### The clock network

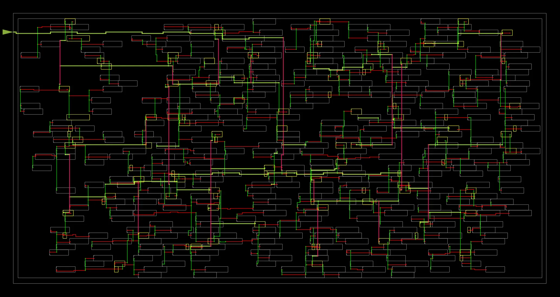
### Routed metal, one colour a layer

Two of the layers only.
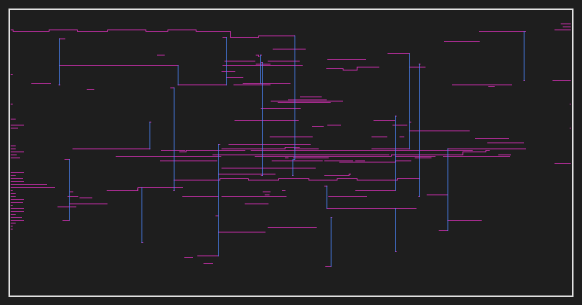
Design sdio_cap_ctrl, sky130hd; sources not shown.
==> notes.md <==
yosys + openroad results -> R2R depth=14, Clock Pin Slew Worst Setup and Hold Paths=70 ps, Initial DRC Count=719, CP startpoint kind=register, critical path arrival=5560 ps, global-route wire length before repair=54200 um, cycle use final=52.82%, Pre-Place Util=50.60%, Synth-to-Final Area Change=17.80%, flip-flops with a built-in enable=304, count of pins over their slew limit=0, post-synth top area share=57.09%, Yosys Instances=900, status=finished clean, Max transition margin=33.41%, Final ANT Viol Nets=0, setup violators final=0, Tmin final=5399 ps, slowest cell on the critical path=nor3_2, Worst-Margin Slew=993.4 ps, DIE HEIGHT=130.5 um, RePlAce Congestion=0.8367, Via density=5.647, share of layout cells above drive strength 1=23.33%, max reg flops=304, yosys stat chip area=15990 um2, Latency at later pin=610 ps, Distinct lib cells used=63, cell type with the largest total area=edfxtp_1, count leader, synth=edfxtp_1, final tally of hold violations=0, number of global-route vias before repair=9009
## Picture notes: 'The clock network'
clock group power: 0.00122 W
Clock buffer cells: 64
total clock sinks: 389
CTS buffer count: 56

## Picture notes: 'Routed metal, one colour a layer'
legend:
  metal 4:
    colour: blue
    wire_length: 595 um
  metal 3:
    colour: magenta
    wire_length: 2150 um
Via Count: 8707
WL final: 35850 um
wire per inst: 23.25 um
gr usage total: 22.23%

[critical path: cells and delay by family, from the launching register on]
| family | cells | cell delay [ps] |
|---|---|---|
| buf+inv | 7 | 2320 |
| simple gates | 4 | 1410 |
| fa+ha+maj | 1 | 440 |
| flops | 1 | 350 |
| xor+xnor | 1 | 240 |
| compound gates | 1 | 190 |
[area by class of cell]
cell class	count	area [um2]	share of cell area, %
well taps	432	540.5	2.870
multi-input cells	455	4532	24.06
clock buffers	64	880.8	4.676
inverters	13	48.80	0.2591
clock inverters	39	219.0	1.162
plain buffers	45	215.2	1.143
flip-flops and latches	389	11260	59.76
repair buffers	105	1144	6.071
[logic make-up after synthesis]
logic type	after synthesis	share of synthesized area, %
XOR/XNOR	32	1.800
other	1	0.02345
adder cells (fa/ha/maj)	16	1.299
multiplexers	152	16.14
AND/OR/NAND/NOR	172	5.235
AND-OR/OR-AND	80	3.451
flip-flops	389	70.40
buffers and inverters	58	1.651
[metal layers]
| layer | vias up | global-route usage, % | part of all wire, % | routed length [um] |
|---|---|---|---|---|
| li1 | 3870 | - | - | - |
| met1 | 4548 | 31.66 | 46 | 16430 |
| met2 | 236 | 35.74 | 46 | 16670 |
| met3 | 53 | 4.668 | 6.0 | 2152 |
| met4 | 0 | 5.746 | 1.7 | 594 |
| met5 | - | 0 | 0 | 0 |
[cell usage in the layout (no fill, tap or decap), types with 7 or more instances in the layout]
cell and n:
xnor2_1 19, dfrtp_1 85, nand4_1 7, o22ai_1 11, nand2_1 62, mux4_2 80
and3_1 9, nor2_1 37, and2_1 7, ha_1 15, clkdlybuf4s50_1 89, mux2_2 47
a21oi_1 31, buf_4 8, edfxtp_1 304, buf_2 12, xor2_1 12, inv_1 34
clkbuf_1 20, nand3_1 11, clkbuf_8 64, buf_6 7, mux2i_1 25
[power by group]
group | switching [W] | internal, W
sequential | 0.000188 | 0.00198
combinational | 0.000111 | 0.000148
clock | 0.000594 | 0.000623
total | 0.000893 | 0.00276
[metrics by stage]
stage	cells	total power, W	hold slack, ps	cell area (um2)
floorplan	902	0.002295	298.9	16000
global placement	1424	0.002431	312.4	17440
detailed placement	1439	0.002465	317.4	17740
CTS	1542	0.003685	290.4	18840
global route	1542	0.003802	309.6	18840
finish	1542	0.003649	293.7	18840
Power is estimated from default activity; no workload was simulated.
